**src/rtl/pwm_multi_ramp.sv**
```systemverilog
`timescale 1ns/1ps
// NUM_CH-channel PWM with a shared period counter. Period/duty updates are
// shadowed and applied only at a period boundary; active duty may slew per period.
module pwm_multi_ramp #(
  parameter int NUM_CH    = 2,
  parameter int WIDTH     = 12,
  parameter int PERIOD    = 4000,
  parameter int RAMP_STEP = 0
) (
  input  logic                    clock,
  input  logic                    reset,
  input  logic                    enable,
  input  logic                    cfg_valid,
  output logic                    cfg_ready,
  input  logic [WIDTH-1:0]        cfg_period,
  input  logic [NUM_CH*WIDTH-1:0] cfg_duty,
  output logic [NUM_CH-1:0]       pwm,
  output logic                    period_done,
  output logic                    ramping
);

  typedef logic [WIDTH-1:0] word_t;

  localparam word_t PERIOD_W = word_t'(PERIOD);
  localparam word_t MIN_PER  = word_t'(2);
  localparam word_t STEP_W   = word_t'(RAMP_STEP);
  localparam word_t ONE      = word_t'(1);

  word_t                    cnt_q, cnt_d;
  word_t                    per_act_q, per_act_d;
  word_t                    shadow_period_q, shadow_period_d;
  logic [NUM_CH*WIDTH-1:0]  shadow_duty_q, shadow_duty_d;
  word_t                    duty_act_q [NUM_CH];
  word_t                    duty_act_d [NUM_CH];
  word_t                    duty_tgt_q [NUM_CH];
  word_t                    duty_tgt_d [NUM_CH];
  logic                     pending_q, pending_d;
  logic                     cfg_ready_q, cfg_ready_d;
  logic                     ramping_q, ramping_d;
  logic [NUM_CH-1:0]        pwm_q, pwm_d;
  logic                     bnd, accept, apply;

  // Steps act toward tgt by at most STEP_W; the clamp against diff keeps
  // the unsigned add/subtract from ever wrapping.
  function automatic word_t ramp_toward(input word_t act, input word_t tgt);
    word_t diff;
    if (STEP_W == '0) return tgt;
    diff = (tgt >= act) ? (tgt - act) : (act - tgt);
    if (diff <= STEP_W) return tgt;
    return (tgt > act) ? (act + STEP_W) : (act - STEP_W);
  endfunction

  always_comb begin
    // NOTE: every signal written here gets a default first, so no path can
    // leave one unassigned and infer a latch.
    cnt_d           = cnt_q;
    per_act_d       = per_act_q;
    shadow_period_d = shadow_period_q;
    shadow_duty_d   = shadow_duty_q;
    duty_act_d      = duty_act_q;
    duty_tgt_d      = duty_tgt_q;
    pending_d       = pending_q;
    ramping_d       = 1'b0;
    pwm_d           = '0;

    bnd    = enable && (cnt_q == (per_act_q - ONE));
    accept = cfg_valid && cfg_ready_q;
    // While disabled a pending shadow is taken on the next clock, as if at bnd.
    apply  = pending_q && (bnd || !enable);

    // accept needs pending=0 and apply needs pending=1, so they never collide.
    if (accept) begin
      shadow_period_d = cfg_period;
      shadow_duty_d   = cfg_duty;
      pending_d       = 1'b1;
    end

    if (apply) begin
      per_act_d = (shadow_period_q < MIN_PER) ? MIN_PER : shadow_period_q;
      for (int i = 0; i < NUM_CH; i++) duty_tgt_d[i] = shadow_duty_q[i*WIDTH +: WIDTH];
      pending_d = 1'b0;
    end

    if (!enable) begin
      cnt_d = '0;
      for (int i = 0; i < NUM_CH; i++) duty_act_d[i] = '0;
    end else if (bnd) begin
      cnt_d = '0;
      for (int i = 0; i < NUM_CH; i++) duty_act_d[i] = ramp_toward(duty_act_q[i], duty_tgt_d[i]);
    end else begin
      cnt_d = cnt_q + ONE;
    end

    cfg_ready_d = !pending_d;

    // pwm is registered from next-state values so it lines up with cnt_q.
    for (int i = 0; i < NUM_CH; i++) begin
      pwm_d[i] = (cnt_d < duty_act_d[i]);
      if (duty_act_d[i] != duty_tgt_d[i]) ramping_d = 1'b1;
    end
  end

  always_ff @(posedge clock or negedge reset) begin
    if (!reset) begin
      cnt_q           <= '0;
      per_act_q       <= PERIOD_W;
      shadow_period_q <= '0;
      shadow_duty_q   <= '0;
      pending_q       <= 1'b0;
      cfg_ready_q     <= 1'b1;
      ramping_q       <= 1'b0;
      pwm_q           <= '0;
      // NOTE: the duty arrays are a handful of flops, not a RAM, so they are
      // reset element by element to give a defined state after reset.
      for (int i = 0; i < NUM_CH; i++) begin
        duty_act_q[i] <= '0;
        duty_tgt_q[i] <= '0;
      end
    end else begin
      // NOTE: non-blocking updates so every flop samples pre-edge values.
      cnt_q           <= cnt_d;
      per_act_q       <= per_act_d;
      shadow_period_q <= shadow_period_d;
      shadow_duty_q   <= shadow_duty_d;
      pending_q       <= pending_d;
      cfg_ready_q     <= cfg_ready_d;
      ramping_q       <= ramping_d;
      pwm_q           <= pwm_d;
      for (int i = 0; i < NUM_CH; i++) begin
        duty_act_q[i] <= duty_act_d[i];
        duty_tgt_q[i] <= duty_tgt_d[i];
      end
    end
  end

  assign cfg_ready   = cfg_ready_q;
  assign pwm         = pwm_q;
  assign period_done = bnd;
  assign ramping     = ramping_q;

endmodule

```
**config.mk**
```make
export PLATFORM = sky130hd
export DESIGN_NAME = pwm_multi_ramp
export DESIGN_NICKNAME = d
export VERILOG_FILES = /design/src/rtl/pwm_multi_ramp.sv
export SDC_FILE = /design/constraint.sdc
export NUM_CORES = 1
export LEC_CHECK = 0
export CORE_MARGIN = 10
export CORE_UTILIZATION = 30
export DETAILED_ROUTE_END_ITERATION = 6
export GPL_TIMING_DRIVEN = 0
export PLACE_DENSITY_LB_ADDON = 0.25
export SYNTH_ARGS = -nofsm -noshare
export SYNTH_HDL_FRONTEND = slang
export SYNTH_SLANG_ARGS = --single-unit
```
**constraint.sdc**
```tcl
create_clock -name clock -period 10.3 [get_ports clock]
set_clock_uncertainty 0.05 [all_clocks]
set_input_delay 1.03 -clock clock [delete_from_list [all_inputs] [get_ports clock]]
set_output_delay 1.03 -clock clock [all_outputs]
set_load 0.01 [all_outputs]
```
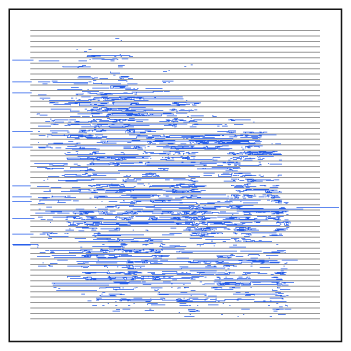
(the metal 1 layer)
Drawn at 2 px/µm. Supply wires on this layer in gray.
The layer holds 45% of the routed length. The layer carries 8,020 µm of wire. 680 nets have wire on it. The wires run mostly horizontal.

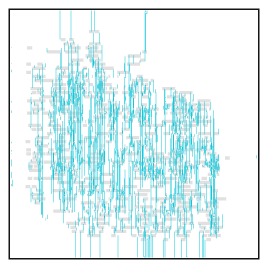
(signal wires on met2)
Drawn at 1.5 px/µm.
The wires run mostly vertical. The longest straight run is 102 µm. The layer holds 49% of the routed length.

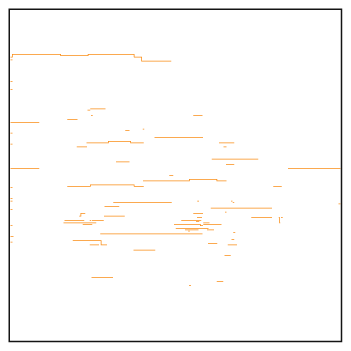
(met3 routing)
Drawn at 2 px/µm.
The longest straight run is 50.8 µm. The layer carries 671 µm of wire. 52 nets have wire on it. The wires run mostly horizontal. The layer holds 3.8% of the routed length.

flip-flops by register name, summed over array words and instances (netlist names):
register         flops
per_act_q           12
shadow_duty_q       24
pwm                  2
pending_q            1
duty_tgt_q          24
cfg_ready            1
duty_act_q          24
cnt_q               12
ramping              1
shadow_period_q     12
worst paths after layout:
check                                               startpoint                             end  slack [ns]  cells after the start
worst max register to register        per_act_q[0]$_DFFE_PN0P_                pwm[1]$_DFF_PN0_        5.15                     19
max in group asynchronous                                reset        per_act_q[5]$_DFFE_PN1P_        9.01                      2
worst min-delay path                                     reset    shadow_duty_q[8]$_DFFE_PN0P_        0.42                      1
worst max-delay path                  per_act_q[0]$_DFFE_PN0P_                pwm[1]$_DFF_PN0_        5.15                     19
worst min register to register  shadow_period_q[0]$_DFFE_PN0P_  shadow_period_q[0]$_DFFE_PN0P_        0.46                      1
min in group clock              shadow_period_q[0]$_DFFE_PN0P_  shadow_period_q[0]$_DFFE_PN0P_        0.46                      1
final cells by class:
cell class	instances	area share (%)
tap	275	4.41
clock inverter	10	2.20
clock buffer	22	6.20
inverter	38	1.83
sequential	113	36.3
multi-input combinational	425	41.5
buffer	25	1.51
timing repair buffer	45	6.01
kinds of logic (layout without fill, tap and decap cells):
logic type	count (synthesis)	after routing
flops	113	113
buf+inv	63	140
mux	88	88
fa+ha+maj	24	24
simple gates	173	173
xor+xnor	35	35
compound gates	105	105
metrics by stage:
| stage | cell area, µm² | cells |
|---|---|---|
| 3_5_place_dp | 7150 | 921 |
| 5_1_grt | 7800 | 953 |
| 2_1_floorplan | 6330 | 601 |
| 6_report | 7800 | 953 |
| 3_3_place_gp | 7120 | 920 |
| 4_1_cts | 7800 | 953 |
==> flow_metrics.env <==
# yosys + openroad results
export IMPL_status="complete, no violations"
export IMPL_synth_flops=113
export IMPL_cts_root_buf="clkbuf_16"
export IMPL_cp_max_fo=10
export IMPL_cp_slowest_cell="nor4_2"
export IMPL_placementRows=53
export IMPL_lay_top_cells="106 x dfrtp_1, 61 x nor2_1, 43 x clkdlybuf4s50_1, 42 x mux2_2, 38 x inv_1"
export IMPL_cts_path_max_buffers=2
export IMPL_wl_met2_um=8670
export IMPL_ys_sh_mux_pct=15.1
export IMPL_timing_hold_violations_final=0
export IMPL_postCtsHoldBufs=0
export IMPL_cts_clk_slew_worst_paths_ns=0.06
export IMPL_first_global_vias=5049
export IMPL_netlist_top_cells_area="dfrtp_1 42%, mux2_2 7.5%, ha_1 4.7%, mux2i_1 4.1%, nor2_1 3.6%"
export IMPL_cp_common_cell="a21o_1"
export IMPL_layout_top_cell="dfrtp_1"
export IMPL_grt_util_met3_pct=3.12
export IMPL_fin_total_pwr_mw=1.98
export IMPL_synth_logic_top_family="multiplexers"
export IMPL_final_nets=729
export IMPL_use_met1_pct=17.1
export IMPL_layout_setup_ws_ns=5.15
export IMPL_syn_area_um2=6330
export IMPL_wl_met1_um=8020
export IMPL_dieWidth_um=165
export IMPL_die_area_um2=27300
export IMPL_cts_htree_levels=4
export IMPL_pin_count=45
export IMPL_synth_compound_area_share_pct=12.0
export IMPL_final_core_util_pct=37.4
export IMPL_fin_crit_ns=5.15
export IMPL_max_stage_delay_ns=0.46
export IMPL_async_flop_share_pct=100
export IMPL_post_cts_buffers=0
export IMPL_yosys_area_um2=6330
export IMPL_place_gp_congestion=0.906
export IMPL_p_int_mw=1.30
export IMPL_edf_count=0
export IMPL_via_per_inst=5.12
export IMPL_grt_max_degree=90
export IMPL_pre_cts_ws_ns=5.00
export IMPL_cp_num_buf_inv=2
export IMPL_top_cell_area_share_pct=41.9
export IMPL_route_met3_wl_um=670
export IMPL_register_area_um2=2840
export IMPL_postRouteAntennaNets=0
export IMPL_yosysWarnings=0
export IMPL_post_route_period_util_pct=50.0
export IMPL_log_warning_count=26
export IMPL_clock_latency_ns=0.42
export IMPL_holdCritPathClass="input port to async pin"
export IMPL_worstPathRequired_ns=10.51
export IMPL_overflow=0
export IMPL_worst_slew_pin_slew_ns=0.851
export IMPL_maxPowerGroup="sequential cells"
export IMPL_grt_busiest_layer="met2"
export IMPL_antenna_found_initial=0
export IMPL_vdd_ir_drop_max_mv=0.111
export IMPL_pwr_density_cell_nw_per_um2=254
export IMPL_design_core_area_um2=20900
export IMPL_power_switching_mw=0.681
export IMPL_maxCapViolations=0
export IMPL_ys_cells=601
export IMPL_synth_main_ff_cell="dfrtp_1"
export IMPL_crit_type="flop to flop"
export IMPL_fp_util_pct=30.3
export IMPL_drive_gt1_share_pct=15.2
export IMPL_synth_area_leader_cell="dfrtp_1"
export IMPL_whs_ns=0.416
export IMPL_track_usage_pct=13.6
export IMPL_syn_area_per_cell_um2=10.5
export IMPL_dp_hpwl_um=13600
export IMPL_grt_use_met2_pct=22.1
export IMPL_power_leakage_nw=3.47
export IMPL_port_buffers=44
export IMPL_rsz0062_at_grt="false"
export IMPL_ctsResizeCount=0
export IMPL_simple_gate_share_pct=14.4
export IMPL_highest_layer="met4"
